`src/rtl/half_band_pkg.sv`:
```
`default_nettype none
// ============================================================================
// Module      : half_band_pkg
// Description : Shared widths, coefficients and state encoding for the
//               half-band interpolator and decimator stages.
// Revision    : 1.0 - initial release
// ============================================================================
package half_band_pkg;

   localparam int HB_W      = 18;   // sample width
   localparam int HB_SUM_W  = 19;   // symmetric tap-pair sum width
   localparam int HB_PROD_W = 37;   // coefficient * tap-pair product width
   localparam int HB_ACC_W  = 38;   // sum of the two products
   localparam int HB_SHIFT  = 17;   // Q0.18 scaling with the x2 interpolation gain folded in

   // Q0.18 signed half-band coefficients shared with the receive-side filter
   localparam logic signed [HB_W-1:0] HB_C0 = -18'sd12940;
   localparam logic signed [HB_W-1:0] HB_C1 = 18'sd77324;

   typedef enum logic [1:0] {
      IDLE = 2'd0,
      PH_A = 2'd1,
      PH_B = 2'd2
   } hb_state_t;

endpackage
`default_nettype wire

```
`src/rtl/hb_round_sat.sv`:
```
`default_nettype none
// ============================================================================
// Module      : hb_round_sat
// Description : Round-half-up, arithmetic shift by HB_SHIFT and saturate a
//               38-bit accumulator to an 18-bit signed sample.
// Revision    : 1.0 - initial release
// ============================================================================
module hb_round_sat
   import half_band_pkg::*;
(
   input  logic signed [HB_ACC_W-1:0] acc,
   output logic signed [HB_W-1:0]     q
);

   localparam logic signed [HB_ACC_W-1:0] HALF    = HB_ACC_W'(64'sd1 <<< (HB_SHIFT - 1));
   localparam logic signed [HB_ACC_W-1:0] SAT_MAX = HB_ACC_W'(64'sd131071);
   localparam logic signed [HB_ACC_W-1:0] SAT_MIN = HB_ACC_W'(-64'sd131072);

   logic signed [HB_ACC_W-1:0] rounded;
   logic signed [HB_ACC_W-1:0] shifted;

   // Round, rescale and clamp to the representable output range
   always_comb begin
      rounded = acc + HALF;
      shifted = rounded >>> HB_SHIFT;
      if (shifted > SAT_MAX) begin
         q = SAT_MAX[HB_W-1:0];
      end else if (shifted < SAT_MIN) begin
         q = SAT_MIN[HB_W-1:0];
      end else begin
         q = shifted[HB_W-1:0];
      end
   end

endmodule
`default_nettype wire

```
`src/rtl/half_band_interp_2.sv`:
```
`default_nettype none
// ============================================================================
// Module      : half_band_interp_2
// Description : Half-band interpolate-by-2. Each accepted input yields an
//               even-phase sample (delayed centre tap) followed by an
//               odd-phase sample (4-tap symmetric polyphase sum).
// Revision    : 1.0 - initial release
// ============================================================================
module half_band_interp_2
   import half_band_pkg::*;
#(
   parameter logic signed [HB_W-1:0] C0 = HB_C0,
   parameter logic signed [HB_W-1:0] C1 = HB_C1
) (
   input  logic                   clk,
   input  logic                   reset,      // asynchronous, active low
   input  logic                   in_valid,
   output logic                   in_ready,
   input  logic signed [HB_W-1:0] x_in,
   output logic                   out_valid,
   input  logic                   out_ready,
   output logic signed [HB_W-1:0] y
);

   hb_state_t state;
   hb_state_t state_nx;

   // Delay line: d0 newest. The oldest tap (d3 after a shift) is exactly d2
   // before the shift, and it is only ever read at accept time, so it needs
   // no storage of its own.
   logic signed [HB_W-1:0]     d0, d1, d2;
   logic signed [HB_SUM_W-1:0] s_out, s_in;
   logic signed [HB_SUM_W-1:0] s_out_nx, s_in_nx;
   logic signed [HB_PROD_W-1:0] prod_out, prod_in;
   logic signed [HB_ACC_W-1:0]  acc;
   logic signed [HB_W-1:0]      odd_sample;
   logic                        accept;

   assign in_ready  = (state == IDLE) | ((state == PH_B) & out_ready);
   assign out_valid = (state != IDLE);
   assign accept    = in_valid & in_ready;

   // Tap-pair sums on the post-shift line: outer = new d0 + new d3, inner = new d1 + new d2
   assign s_out_nx = HB_SUM_W'(x_in) + HB_SUM_W'(d2);
   assign s_in_nx  = HB_SUM_W'(d0)   + HB_SUM_W'(d1);

   assign prod_out = HB_PROD_W'(C0) * HB_PROD_W'(s_out);
   assign prod_in  = HB_PROD_W'(C1) * HB_PROD_W'(s_in);
   assign acc      = HB_ACC_W'(prod_out) + HB_ACC_W'(prod_in);

   hb_round_sat u_round_sat (
      .acc (acc),
      .q   (odd_sample)
   );

   // Next-state logic: a phase advances only when downstream takes it
   always_comb begin
      state_nx = state;
      case (state)
         IDLE:    if (in_valid)  state_nx = PH_A;
         PH_A:    if (out_ready) state_nx = PH_B;
         PH_B:    if (out_ready) state_nx = in_valid ? PH_A : IDLE;
         default: state_nx = IDLE;
      endcase
   end

   // State register
   always_ff @(posedge clk or negedge reset) begin
      if (!reset) begin
         state <= IDLE;
      end else begin
         state <= state_nx;
      end
   end

   // Delay line, tap sums and output register: even phase loads on accept,
   // odd phase loads when the even phase is taken
   always_ff @(posedge clk or negedge reset) begin
      if (!reset) begin
         d0    <= '0;
         d1    <= '0;
         d2    <= '0;
         s_out <= '0;
         s_in  <= '0;
         y     <= '0;
      end else if (accept) begin
         d0    <= x_in;
         d1    <= d0;
         d2    <= d1;
         s_out <= s_out_nx;
         s_in  <= s_in_nx;
         y     <= d1;
      end else if ((state == PH_A) && out_ready) begin
         y     <= odd_sample;
      end
   end

endmodule
`default_nettype wire

```
`config.mk`:
```
export PLATFORM = sky130hd
export DESIGN_NAME = half_band_interp_2
export DESIGN_NICKNAME = d
export VERILOG_FILES = /design/src/rtl/half_band_pkg.sv /design/src/rtl/hb_round_sat.sv /design/src/rtl/half_band_interp_2.sv
export SDC_FILE = /design/constraint.sdc
export NUM_CORES = 1
export LEC_CHECK = 0
export ABC_CLOCK_PERIOD_IN_PS = 10500
export CAP_MARGIN = 15
export CORE_MARGIN = 1.5
export CORE_UTILIZATION = 55
export CTS_CLUSTER_SIZE = 28
export DETAILED_ROUTE_END_ITERATION = 8
export PLACE_DENSITY = 0.71
export SKIP_LAST_GASP = 1
export SYNTH_ARGS = -nofsm -noshare
export SYNTH_HDL_FRONTEND = slang
export SYNTH_SLANG_ARGS = --single-unit
```
`constraint.sdc`:
```
create_clock -name clk -period 10.5 [get_ports clk]
set_input_delay 2.625 -clock clk [delete_from_list [all_inputs] [get_ports clk]]
set_output_delay 2.625 -clock clk [all_outputs]
set_load 0.02 [all_outputs]
```
==> flow_summary.ini <==
; yosys + openroad results
[setup_path]
worst-r2r-setup-slack_ps = 1590
crit_path_end = y[11]
critical_path.top_delay_family = adder cells
worst_setup_path_startpoint = s_in[12]
critPathLaunchType = flip-flop
timing.critical_path.buf_inv = 4
worstSetupEndpointType = flip-flop
worst-path-stages = 32
cpPeakStageDelay_ps = 590

[layout]
dominant-cell-class = multi-input combinational cells
nNonClkBuffers = 45
final-clk-cell-share = 0.0166
layout.buffer.nonclock.area_share = 0.0224
layout.comb_gates.multi_input = 1486
layout.filler_cells = 2887
regArea_mm2 = 0.00280
nNonClkInverters = 382
ff_count = 112
comb_area_share = 0.716
seq_area_frac = 0.143
insertedDiodeCount = 0
clkbuf_count = 10

[clock_network]
postCtsSetupRepairBufs = 0
clk_root_buffer_cell = clkbuf_16
worst_setup_hold_path_clk_slew_ps = 80
tritoncts = done
numClockSinks = 112
htree_levels = 3
clk-insertion-delay-late_ps = 380
cts_buffers = 9

[synthesis]
synthesis.yosys.warnings = 0
ys_chip_area_mm2 = 0.0184
synth-simple-area-share = 0.113
synth_cell_type_count = 72
area_leaders = ha_1 (26%), fa_1 (22%), dfrtp_1 (15%)
ys_dominant_reg_cell = dfrtp_1
ys_ff = 112
yosys-dominant-comb-family = adder cells
xor_xnor_fraction_of_synth_area = 0.0472
synth.cellmix.adderShare = 0.474
cell_area_after_technology_mapping_mm2 = 0.0184
ys_cells = 2013
synthArstFlopShare = 1.00
synth-edff-count = 0
post_synthesis_cells = 2013

[hold_path]
hp-start = d2[3]
min-delay-path-class = reg2reg

[global_routing]
globalRouteTotalUtil = 0.276
grt_pass1_vias = 14200
grt_util_met1 = 0.377
grt_pass1_wl_um = 73500
met2_usage = 0.468
global_route.overflow_total = 0
antenna_found_initial = 0
grt_start_max_net_pins = 68

[routing]
detail-route-antenna-nets = 0
post_drt_wl_per_cell_um = 17.7
dr_total_vias = 13800
met2_wirelength_um = 21300
dr.max_layer_used = met4
vias_per_cell = 5.55
totalWireLength_um = 44100
post-route-drc-count = 0
drt_first_iter_violations = 960

[die]
rows = 66
die_area_mm2 = 0.0345
floorplan.io_pins = 42
nWellTaps = 442

[placement]
input_output_buffers = 41
place.gp.congestion = 0.918
post-place-ws_ps = 1720

[timing]
finalSetupTns_ps = 0
clock.fmax_ghz = 0.112
worst_hold_slack_ps = 488
report.final.setup_viol = 0
final_hold_viol_count = 0
grt_setup_unrepaired = false
skew_ps = 11.8
post-route-worst-setup-slack_ps = 1590
slew_at_the_pin_closest_to_its_max_slew_limit_ps = 940
tmin_final_ps = 8910

[status]
run_status = finished clean
[Yosys cell counts, types with 10 or more instances]
master	instances
o21ai_0	70
a21o_1	47
dfrtp_1	112
nand3_1	32
o211ai_1	16
xnor2_1	67
nor3_1	20
a21oi_1	91
xor2_1	32
or3_1	10
a31oi_1	19
fa_1	200
o21ai_1	10
ha_1	376
nand2_1	244
nor2_1	61
and3_1	11
nand2b_1	13
clkbuf_1	26
o21bai_1	11
a22oi_1	10
inv_1	382
a211oi_1	15
[state kept, by name, summed over array words and instances (netlist names)]
name,count
d1,18
s_in,19
state,2
y,18
d2,18
d0,18
s_out,19
[cells in the final DEF, fill, tap and decap left out, drive strengths merged, types with 5 or more instances in the layout]
master         instances
a31oi                 21
inv                  386
o211ai                17
and2                   8
and3                  11
or3                   10
ha                   376
a21oi                 94
xor2                  32
nand4                  9
or2                    9
o21ai                 82
o21bai                12
o21a                   7
nor2                  61
nand2                244
nand2b                13
nor3                  20
a221oi                 5
dfrtp                112
a21o                  47
nand3b                 9
nor2b                  9
a211oi                15
nor3b                  7
clkbuf                10
fa                   200
a22oi                 10
nand3                 32
clkdlybuf4s50         40
xnor2                 67
o31ai                  6
buf                    5
[logic make-up after synthesis]
| family | Yosys count |
|---|---|
| AOI/OAI and AO/OA | 353 |
| xor gates and xnor gates | 99 |
| adders and majority gates | 576 |
| buffers and inverters | 415 |
| DFF | 112 |
| muxes | 4 |
| and+or+nand+nor | 454 |
[per-stage QoR]
stage	instance area, um^2	utilization	cells
3_5_place_dp	19200	0.588	2467
4_1_cts	19600	0.598	2483
5_1_grt	19600	0.598	2483
6_report	19600	0.598	2483
3_3_place_gp	19200	0.588	2467
2_1_floorplan	18400	-	2013
Figure 1. PDN straps and rails.
Pins as bars on the die edge.
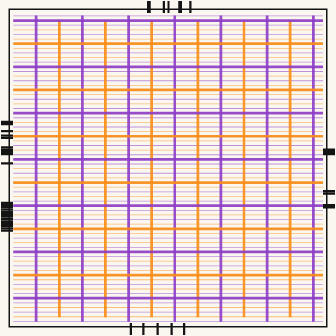
legend:
  VDD:
    color: orange
  VSS:
    color: purple
met1 rails: 67
met5 straps: 13
met4 straps: 13
Die Height: 186 um
die x size: 186 um

Figure 2. Cell classes on the final placement.
Bar = 50 um.
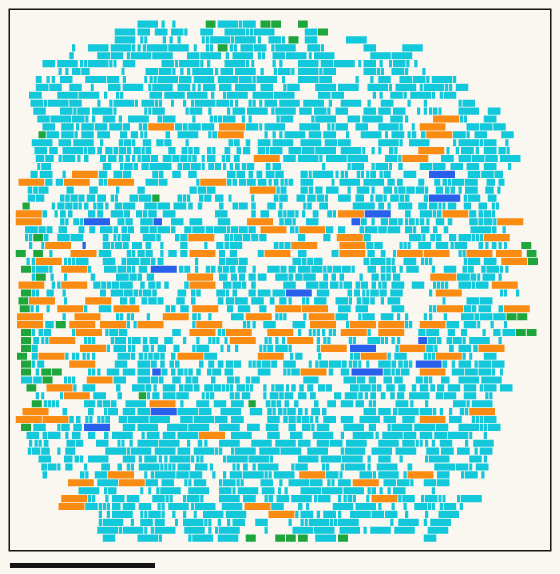
legend:
  clock drivers and dummy loads:
    color: blue
    cells: 16
    share_of_their_area: 1.7%
  sequential cells:
    color: orange
    cells: 112
    share_of_their_area: 15%
  combinational and other logic:
    color: cyan
    cells: 1868
    share_of_their_area: 81%
  remaining buffers and delay cells:
    color: green
    cells: 45
    share_of_their_area: 2.3%

Figure 3. Clock distribution.
Bar = 50 um.
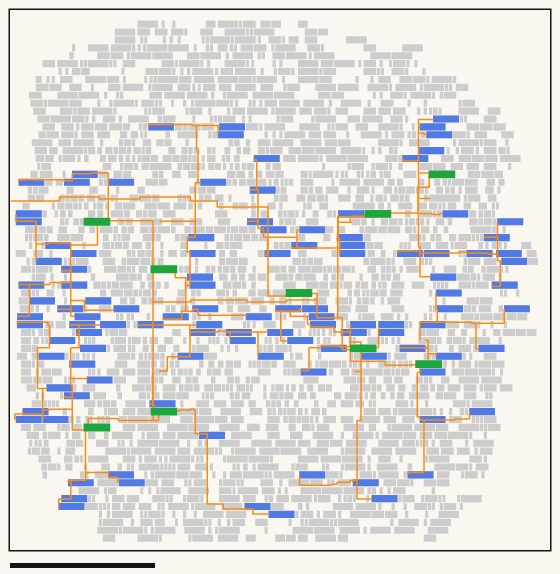
legend:
  clock drivers:
    color: green
    count: 9
  flip-flops:
    color: blue
    count: 112
  clock wires:
    color: orange
    length: 1810 um
routed clock nets: 10

